File: src/rtl/vga_reg_snapshot.sv
// vga_reg_snapshot: double-buffered snapshot of the CPU register file for the
// VGA debug screen. A vsync start edge triggers a scan of REG_NUM registers
// into the back bank; a one-cycle swap then makes it the displayed front bank,
// so the screen never shows a half-updated image.
// Optional feature macro: VGA_SNAPSHOT_DIFF_EN (per-register change flags).
module vga_reg_snapshot #(
   parameter int VSYNC_POL = 0,
   parameter int REG_NUM   = 32
) (
   input  logic        clk,
   input  logic        resetn,
   input  logic        vsync,
   input  logic        freeze,
   output logic [4:0]  scan_addr,
   input  logic [31:0] scan_data,
   input  logic [4:0]  regAddr,
   output logic [31:0] regData,
   output logic        busy,
   output logic [15:0] snap_cnt,
   output logic [31:0] changed
);

   localparam logic       ACTIVE_LVL = (VSYNC_POL != 0);
   localparam logic [4:0] LAST_ADDR  = 5'(REG_NUM - 1);
   localparam logic [5:0] REG_LIMIT  = 6'(REG_NUM);

   typedef enum logic [1:0] {
      IDLE = 2'd0,
      SCAN = 2'd1,
      SWAP = 2'd2
   } state_t;

   state_t      state_reg;
   state_t      state_next;
   logic        vsync_d_reg;
   logic        start_edge;
   logic        bank_ptr_reg;
   logic [4:0]  scan_addr_reg;
   logic [15:0] snap_cnt_reg;
   logic        scan_en;
   logic        swap_en;
   logic [31:0] front_word [32];

   // A start edge is vsync arriving at its active level from the opposite one.
   assign start_edge = (vsync == ACTIVE_LVL) && (vsync_d_reg != ACTIVE_LVL);

   // One-cycle delayed copy of vsync for edge detection
   always_ff @(posedge clk or negedge resetn) begin
      if (!resetn) begin
         vsync_d_reg <= 1'b0;
      end else begin
         vsync_d_reg <= vsync;
      end
   end

   // FSM state register
   always_ff @(posedge clk or negedge resetn) begin
      if (!resetn) begin
         state_reg <= IDLE;
      end else begin
         state_reg <= state_next;
      end
   end

   // FSM next state: edges during SCAN/SWAP are simply dropped, never queued
   always_comb begin
      state_next = state_reg;
      case (state_reg)
         IDLE: begin
            if (start_edge && !freeze) begin
               state_next = SCAN;
            end
         end
         SCAN: begin
            if (scan_addr_reg == LAST_ADDR) begin
               state_next = SWAP;
            end
         end
         SWAP: begin
            state_next = IDLE;
         end
         default: begin
            state_next = IDLE;
         end
      endcase
   end

   // FSM outputs decoded from the current state
   always_comb begin
      busy    = (state_reg != IDLE);
      scan_en = (state_reg == SCAN);
      swap_en = (state_reg == SWAP);
   end

   // Scan address walks 0..REG_NUM-1 during SCAN and parks at 0 otherwise
   always_ff @(posedge clk or negedge resetn) begin
      if (!resetn) begin
         scan_addr_reg <= 5'd0;
      end else if (scan_en) begin
         scan_addr_reg <= scan_addr_reg + 5'd1;
      end else if (swap_en) begin
         scan_addr_reg <= 5'd0;
      end
   end

   // Bank pointer flips and snapshot counter advances only on the swap cycle
   always_ff @(posedge clk or negedge resetn) begin
      if (!resetn) begin
         bank_ptr_reg <= 1'b0;
         snap_cnt_reg <= 16'd0;
      end else if (swap_en) begin
         bank_ptr_reg <= ~bank_ptr_reg;
         snap_cnt_reg <= snap_cnt_reg + 16'd1;
      end
   end

   assign scan_addr = scan_addr_reg;
   assign snap_cnt  = snap_cnt_reg;

   // Storage is flop-based: both banks must clear asynchronously on reset.
   // Bank 0 is the front when bank_ptr_reg = 0, so the scan writes bank 1.
   genvar gi;
   generate
      for (gi = 0; gi < 32; gi++) begin : g_reg
         logic [31:0] bank0_reg;
         logic [31:0] bank1_reg;
         logic        wr_hit;

         assign wr_hit = scan_en && (scan_addr_reg == 5'(gi));

         // Back-bank write of register gi when the scan reaches it
         always_ff @(posedge clk or negedge resetn) begin
            if (!resetn) begin
               bank0_reg <= 32'h0;
               bank1_reg <= 32'h0;
            end else if (wr_hit) begin
               if (bank_ptr_reg) begin
                  bank0_reg <= scan_data;
               end else begin
                  bank1_reg <= scan_data;
               end
            end
         end

         assign front_word[gi] = bank_ptr_reg ? bank1_reg : bank0_reg;
      end
   endgenerate

   // Display read: front bank only, so it can change only when the pointer flips
   assign regData = ({1'b0, regAddr} >= REG_LIMIT) ? 32'h0 : front_word[regAddr];

`ifdef VGA_SNAPSHOT_DIFF_EN
   logic [31:0] diff_vec;
   logic [31:0] changed_reg;

   generate
      for (gi = 0; gi < 32; gi++) begin : g_diff
         logic diff_bit_reg;

         // Compare the incoming value with the currently displayed one
         always_ff @(posedge clk or negedge resetn) begin
            if (!resetn) begin
               diff_bit_reg <= 1'b0;
            end else if (g_reg[gi].wr_hit) begin
               diff_bit_reg <= (scan_data != front_word[gi]);
            end
         end

         assign diff_vec[gi] = diff_bit_reg;
      end
   endgenerate

   // Publish the change flags together with the new front bank
   always_ff @(posedge clk or negedge resetn) begin
      if (!resetn) begin
         changed_reg <= 32'h0;
      end else if (swap_en) begin
         changed_reg <= diff_vec;
      end
   end

   assign changed = changed_reg;
`else
   assign changed = 32'h0;
`endif

endmodule

File: config.mk
export PLATFORM = sky130hd
export DESIGN_NAME = vga_reg_snapshot
export DESIGN_NICKNAME = d
export VERILOG_FILES = /design/src/rtl/vga_reg_snapshot.sv
export SDC_FILE = /design/constraint.sdc
export NUM_CORES = 2
export LEC_CHECK = 0
export CAP_MARGIN = 20
export CORE_UTILIZATION = 53
export DETAILED_ROUTE_END_ITERATION = 10
export HOLD_SLACK_MARGIN = 0.08
export PLACE_DENSITY = 0.72
export SYNTH_ARGS = -nofsm -noshare
export SYNTH_HDL_FRONTEND = slang
export SYNTH_SLANG_ARGS = --single-unit
File: constraint.sdc
create_clock -name clk -period 3.4 [get_ports clk]
set_clock_uncertainty 0.15 [all_clocks]
set_input_delay 0.85 -clock clk [delete_from_list [all_inputs] [get_ports clk]]
set_output_delay 0.85 -clock clk [all_outputs]
set_load 0.03 [all_outputs]
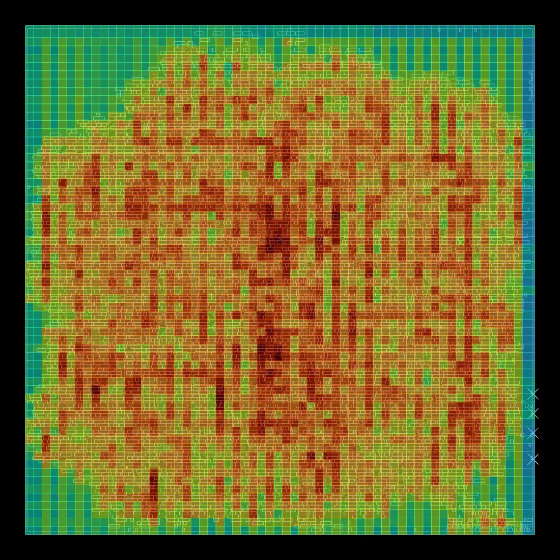
(congestion heat map)
GR met2 Demand/Resource: 47.88%
most crowded layer after global routing: met2
fraction of met1 tracks used by global routing: 42.61%
met3 routing resource usage after global routing: 4.928%
drt wl/cell: 30.68 µm

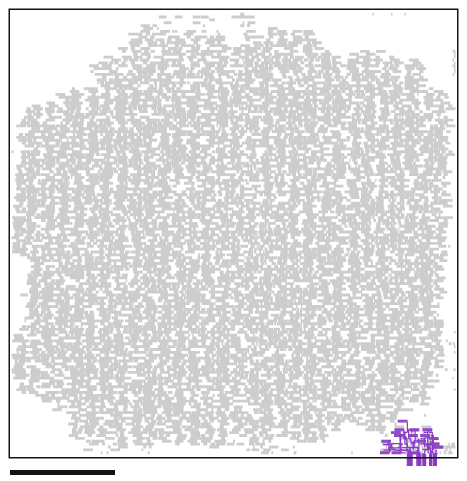
(wires at chosen ports, followed through buffers)
Scale bar: 100 µm.
[snap_cnt] purple | bits: 16 | direction: output | edge: south | end cells: 16 | buffers: 16 | wire: 571 µm
total I/O pin count: 127
PortBufs: 94

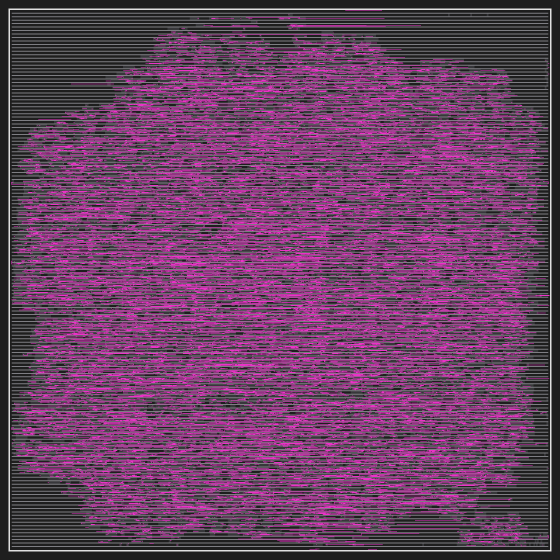
(M1 wires)
Supply wires on this layer in gray.
main direction: horizontal
longest straight run: 120 µm
wire length on this layer: 113 mm
share of all routed wire: 42%
nets with wire on the layer: 6064
detailed-route via count: 56.22k
wirelength, routed: 271.0 mm

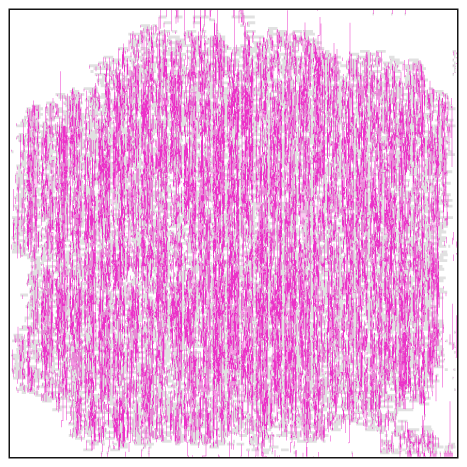
(the metal 2 layer)
longest straight run: 171 µm
nets with wire on the layer: 6123
main direction: vertical

==> flow_summary.rst <==
Run summary
-----------

.. list-table::
   :header-rows: 1

   * - Metric
     - Value
   * - Status
     - finished with violations
   * - Violated checks
     - design-rule violations, negative setup slack
   * - Number of buffers between clock root and the deepest sink
     - 3
   * - Most numerous logic cell after layout
     - sky130_fd_sc_hd__dfrtp_1
   * - Number of well taps
     - 2340
   * - Sequential fraction of the synthesis area
     - between 50% and 60%
   * - Final number of setup-violating endpoints
     - 32
   * - Logic family by area
     - multiplexers
   * - Startpoint of the most critical hold path
     - scan_data[22]
   * - Post-synthesis share of cell area spent on and, or, nand and nor gates
     - 1.607%
   * - Seq cells
     - 2073
   * - Post-synthesis share of cell area spent on xor and xnor gates
     - 0.1484%
   * - Number of nets with antenna violations after routing
     - 0
   * - Worst-Margin Slew
     - 1112 ps
   * - Clock network area share
     - 6.285%
   * - Most frequent cells in the layout
     - 2072 x sky130_fd_sc_hd__dfrtp_1, 1988 x sky130_fd_sc_hd__mux2_2, 485 x sky130_fd_sc_hd__mux4_2
   * - Synth Area in Adders
     - 0.1457%
   * - Seq area share
     - 46.61%
   * - Internal power summed over all cells
     - 0.04251 W
   * - Final Worst Setup Slack
     - -1072 ps
   * - Worst path buffer plus inverter count
     - 5
   * - Worst min-delay path category
     - in2reg
   * - Critical path launch point type
     - register
   * - Count of unresolved DRC violations after routing
     - 8
   * - Slowest cell on the critical path
     - sky130_fd_sc_hd__dfrtp_4
   * - Hold WS
     - roughly 300 ps
   * - Synthesis area per yosys
     - about 0.094 mm²
   * - Clock latency of the later-clocked register in the worst-skew pair
     - 860 ps
   * - Starting DRC count in detailed routing
     - 4976
   * - Placed instance count
     - 8357
   * - Clock group
     - 0.0235 W
   * - Total non-filler cell area in the finished layout
     - 0.1113 mm²
   * - Start point of the critical path
     - bank_ptr_reg
   * - Type of the worst setup path
     - reg2out
   * - Net switching component of the power
     - 0.01416 W
   * - Clock sink count
     - 2073
   * - Initial antenna violation count
     - 9
Power and IR drop assume default switching activity.
